<file path="src/rtl/cpu_pkg.sv">
// cpu_pkg: constants shared by the fetch front end.
//   - FSM encodings for pc_sequencer (ST_BOOT/ST_FETCH/ST_EXEC, 2-bit)
//   - exception cause codes
//   - default reset PC and exception vector
package cpu_pkg;

  typedef enum logic [1:0] {
    ST_BOOT  = 2'd0,
    ST_FETCH = 2'd1,
    ST_EXEC  = 2'd2
  } seq_state_e;

  // Exception cause codes (CP0 Cause.ExcCode encoding)
  localparam logic [4:0] CAUSE_INT  = 5'd0;
  localparam logic [4:0] CAUSE_ADEL = 5'd4;
  localparam logic [4:0] CAUSE_ADES = 5'd5;
  localparam logic [4:0] CAUSE_SYS  = 5'd8;
  localparam logic [4:0] CAUSE_RI   = 5'd10;
  localparam logic [4:0] CAUSE_OV   = 5'd12;

  localparam logic [31:0] DEF_RESET_PC   = 32'h0000_3000;
  localparam logic [31:0] DEF_EXC_VECTOR = 32'h0000_4180;

endpackage

</file>
<file path="src/rtl/pc_sequencer.sv">
// pc_sequencer: owns the architectural PC and sequences instruction fetch
// around the external npc block.
//   clk, rst_n         clock, synchronous active-low reset
//   pc_next            next-PC candidate from npc (fed by pc_cur/ins)
//   imem_req/addr      fetch request (held until ack) and address (= pc_cur)
//   imem_ack/rdata     fetch completion, instruction valid with ack
//   stall              hazard stall, holds pc_cur/ins while executing
//   exc_req/exc_code   execute-stage exception and its cause
//   eret               return to epc
//   pc_cur/ins         current PC and instruction register
//   ins_valid          ins/pc_cur valid for decode/npc
//   epc/cause          saved exception PC (bad address on AdEL) and cause
module pc_sequencer
  import cpu_pkg::*;
#(
  parameter logic [31:0] RESET_PC   = DEF_RESET_PC,
  parameter logic [31:0] EXC_VECTOR = DEF_EXC_VECTOR,
  parameter logic [4:0]  ADEL_CODE  = CAUSE_ADEL
) (
  input  logic        clk,
  input  logic        rst_n,
  input  logic [31:0] pc_next,
  output logic        imem_req,
  output logic [31:0] imem_addr,
  input  logic        imem_ack,
  input  logic [31:0] imem_rdata,
  input  logic        stall,
  input  logic        exc_req,
  input  logic [4:0]  exc_code,
  input  logic        eret,
  output logic [31:0] pc_cur,
  output logic [31:0] ins,
  output logic        ins_valid,
  output logic [31:0] epc,
  output logic [4:0]  cause
);

  seq_state_e  state_q, state_d;
  logic [31:0] pc_q, pc_d;
  logic [31:0] ins_q, ins_d;
  logic [31:0] epc_q, epc_d;
  logic [4:0]  cause_q, cause_d;
  logic        req_q, vld_q;

  always_comb begin
    state_d = state_q;
    pc_d    = pc_q;
    ins_d   = ins_q;
    epc_d   = epc_q;
    cause_d = cause_q;
    case (state_q)
      ST_BOOT: state_d = ST_FETCH;
      ST_FETCH: begin
        if (imem_ack) begin
          ins_d   = imem_rdata;
          state_d = ST_EXEC;
        end
      end
      ST_EXEC: begin
        // One event per cycle; exceptions beat eret, both beat stall.
        if (exc_req) begin
          epc_d   = pc_q;
          cause_d = exc_code;
          pc_d    = EXC_VECTOR;
          state_d = ST_FETCH;
        end else if (eret) begin
          pc_d    = epc_q;
          state_d = ST_FETCH;
        end else if (!stall) begin
          if (pc_next[1:0] != 2'b00) begin
            // Misaligned target: record the bad address, not the current PC.
            epc_d   = pc_next;
            cause_d = ADEL_CODE;
            pc_d    = EXC_VECTOR;
          end else begin
            pc_d = pc_next;
          end
          state_d = ST_FETCH;
        end
      end
      default: state_d = ST_BOOT;
    endcase
  end

  // req/valid are registered copies of the next state so they leave the
  // flops glitch-free alongside pc_cur.
  always_ff @(posedge clk) begin
    if (!rst_n) begin
      state_q <= ST_BOOT;
      pc_q    <= RESET_PC;
      ins_q   <= '0;
      epc_q   <= '0;
      cause_q <= '0;
      req_q   <= 1'b0;
      vld_q   <= 1'b0;
    end else begin
      state_q <= state_d;
      pc_q    <= pc_d;
      ins_q   <= ins_d;
      epc_q   <= epc_d;
      cause_q <= cause_d;
      req_q   <= (state_d == ST_FETCH);
      vld_q   <= (state_d == ST_EXEC);
    end
  end

  assign imem_req  = req_q;
  assign imem_addr = pc_q;
  assign pc_cur    = pc_q;
  assign ins       = ins_q;
  assign ins_valid = vld_q;
  assign epc       = epc_q;
  assign cause     = cause_q;

endmodule
</file>
<file path="config.mk">
export PLATFORM = sky130hd
export DESIGN_NAME = pc_sequencer
export DESIGN_NICKNAME = d
export VERILOG_FILES = /design/src/rtl/cpu_pkg.sv /design/src/rtl/pc_sequencer.sv
export SDC_FILE = /design/constraint.sdc
export NUM_CORES = 1
export LEC_CHECK = 0
export ABC_AREA = 1
export CAP_MARGIN = 20
export CORE_ASPECT_RATIO = 0.7
export CORE_MARGIN = 2
export CORE_UTILIZATION = 30
export CTS_BUF_LIST = sky130_fd_sc_hd__clkbuf_2 sky130_fd_sc_hd__clkbuf_4 sky130_fd_sc_hd__clkbuf_8
export CTS_CLUSTER_DIAMETER = 100
export DETAILED_ROUTE_END_ITERATION = 8
export MAX_ROUTING_LAYER = met4
export PLACE_DENSITY = 0.56
export SYNTH_ARGS = -nofsm -noshare
export SYNTH_HDL_FRONTEND = slang
export SYNTH_SLANG_ARGS = --single-unit
</file>
<file path="constraint.sdc">
create_clock -name clk -period 2.35 [get_ports clk]
set_clock_uncertainty 0.05 [all_clocks]
set_input_delay 0.47 -clock clk [delete_from_list [all_inputs] [get_ports clk]]
set_output_delay 0.47 -clock clk [all_outputs]
set_load 0.02 [all_outputs]
</file>
### M1 wires

The bar under the picture is 50 um long.
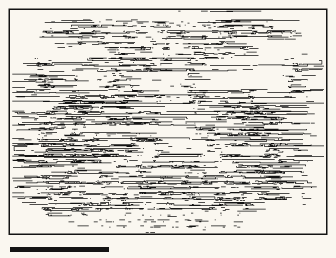
The longest straight run is 43.7 um. The layer holds 52% of the routed length.

### Signal wires on met2

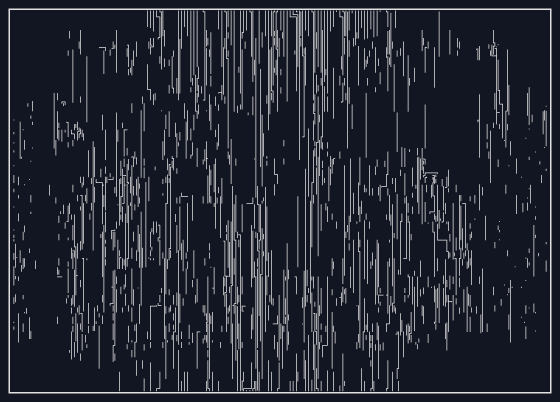
697 nets have wire on it. The longest straight run is 47.3 um.
met2 Use GR: 25.37%
Total Wirelength: 16.58 mm
vias after detailed routing: 5068

### Met3 routing

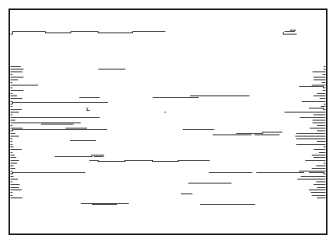
The longest straight run is 48.3 um. The layer carries 1210 um of wire. The layer holds 7.3% of the routed length. The wires run mostly horizontal.

### Nets reached from selected ports

The bar under the picture is 50 um long.
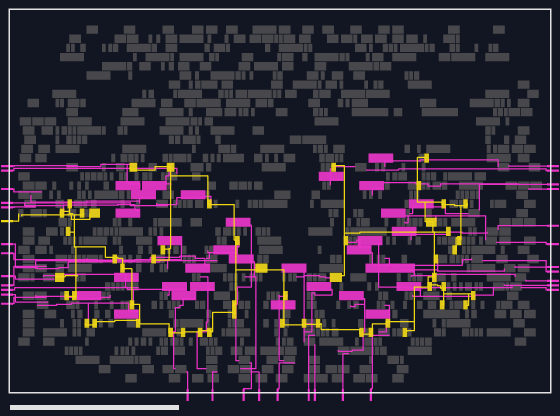
Key: eret = yellow [direction input, end cells 55, buffers 2, wire 553 um]; epc = magenta [direction output, end cells 32, buffers 32, wire 1680 um]

[registers in the layout (all words and copies together), names as in the netlist]
| register | count |
|---|---|
| epc | 32 |
| ins_valid | 1 |
| ins | 32 |
| state_q | 2 |
| imem_addr | 32 |
| imem_req | 1 |
| cause | 5 |
[per-stage QoR]
| stage | power (mW) | hold WS [ns] | setup WS [ns] | cell area [um^2] | cells |
|---|---|---|---|---|---|
| after floorplan | 2.289 | 0.4869 | 0.9045 | 5115 | 764 |
| after global placement | 2.634 | 0.4032 | 0.2446 | 7107 | 1134 |
| after detailed placement | 2.634 | 0.4060 | 0.1765 | 7107 | 1134 |
| after CTS | 4.167 | 0.4187 | 0.3290 | 7383 | 1150 |
| after global routing | 4.308 | 0.4361 | 0.2867 | 7383 | 1150 |
| final | 4.101 | 0.4223 | 0.3714 | 7383 | 1150 |
[metal layers]
| metal | wire length (um) | share of wire (%) | global-route usage (%) |
|---|---|---|---|
| met1 | 8665 | 52 | 27.62 |
| met2 | 6669 | 40 | 25.37 |
| met3 | 1207 | 7.3 | 5.572 |
| met4 | 40 | 0.24 | 2.703 |
| met5 | 0 | 0 | - |
[where the power goes]
group	switching, mW	internal (mW)	total (mW)
registers	0.0451	1.85	1.89
clock network	0.638	0.872	1.51
logic	0.379	0.321	0.699
total	1.06	3.04	4.10
[area by class of cell]
cell class / count / area [um^2] / area share [%]
clock inverters: 5 / 125.1 / 1.695
well taps: 225 / 281.5 / 3.813
inverters: 54 / 207.7 / 2.813
clock buffers: 11 / 151.4 / 2.050
flip-flops and latches: 105 / 2102 / 28.47
repair buffers: 223 / 2195 / 29.72
multi-input cells: 527 / 2321 / 31.44
[cell families after synthesis]
family                 count (synthesis)
flip-flops                           105
multiplexers                           2
buffers and inverters                132
AND-OR/OR-AND                        113
AND/OR/NAND/NOR                      412
==> reports/results.txt <==
Init Core Util - 31.01%
post-CTS setup buffers - 0
Basic Gates by Area - 32.46%
status - complete, no violations
Post-route DRC - 0
yosys warns - 0
Leak - 2.926 nW
WP data required - 1.83 ns
TritonCTS clock tree - built
Slew Limit Fails - 0
clock sinks - 105
CTS Buffer Depth - 2
critical path arrival - 1.46 ns
post-DR vias/cell - 4.407
CTS H-Tree Depth - 3
Top cells excl fill/tap - 262 x nor2_1, 206 x clkdlybuf4s50_1, 105 x dfxtp_1
Critical Path Sink Type - output port
Overflow after GRT - 0
Worst Path Buf+Inv - 1
XOR Share, Synth - 0%
cell total in the yosys stat output - 764
largest net degree at the start of global routing - 55
Antenna Violating Nets Remaining - 0
Late-Pin Clk Latency - 0.38 ns
Worst Reg-to-Reg Cells - 6
Post-Synth Adder-Cell Area - 0%
Post-synth EDFFs - 0
start point of the critical path - imem_addr[4]
final hold vios - 0
hold endpoint - cause[2]
mapped cell area - 5115 um^2
cell family with most CP delay - buffers and inverters
slowest stage delay, CP - 0.65 ns
Synth top area share - 41.10%
Slew @ Worst Pin - 0.6264 ns
stage-log warning count - 26
cell count of the worst hold path - 2
RePlAce Congestion - 0.7473
hold_sp - cause[2]
final setup fails - 0
final net count - 995
Power and IR drop assume default switching activity.
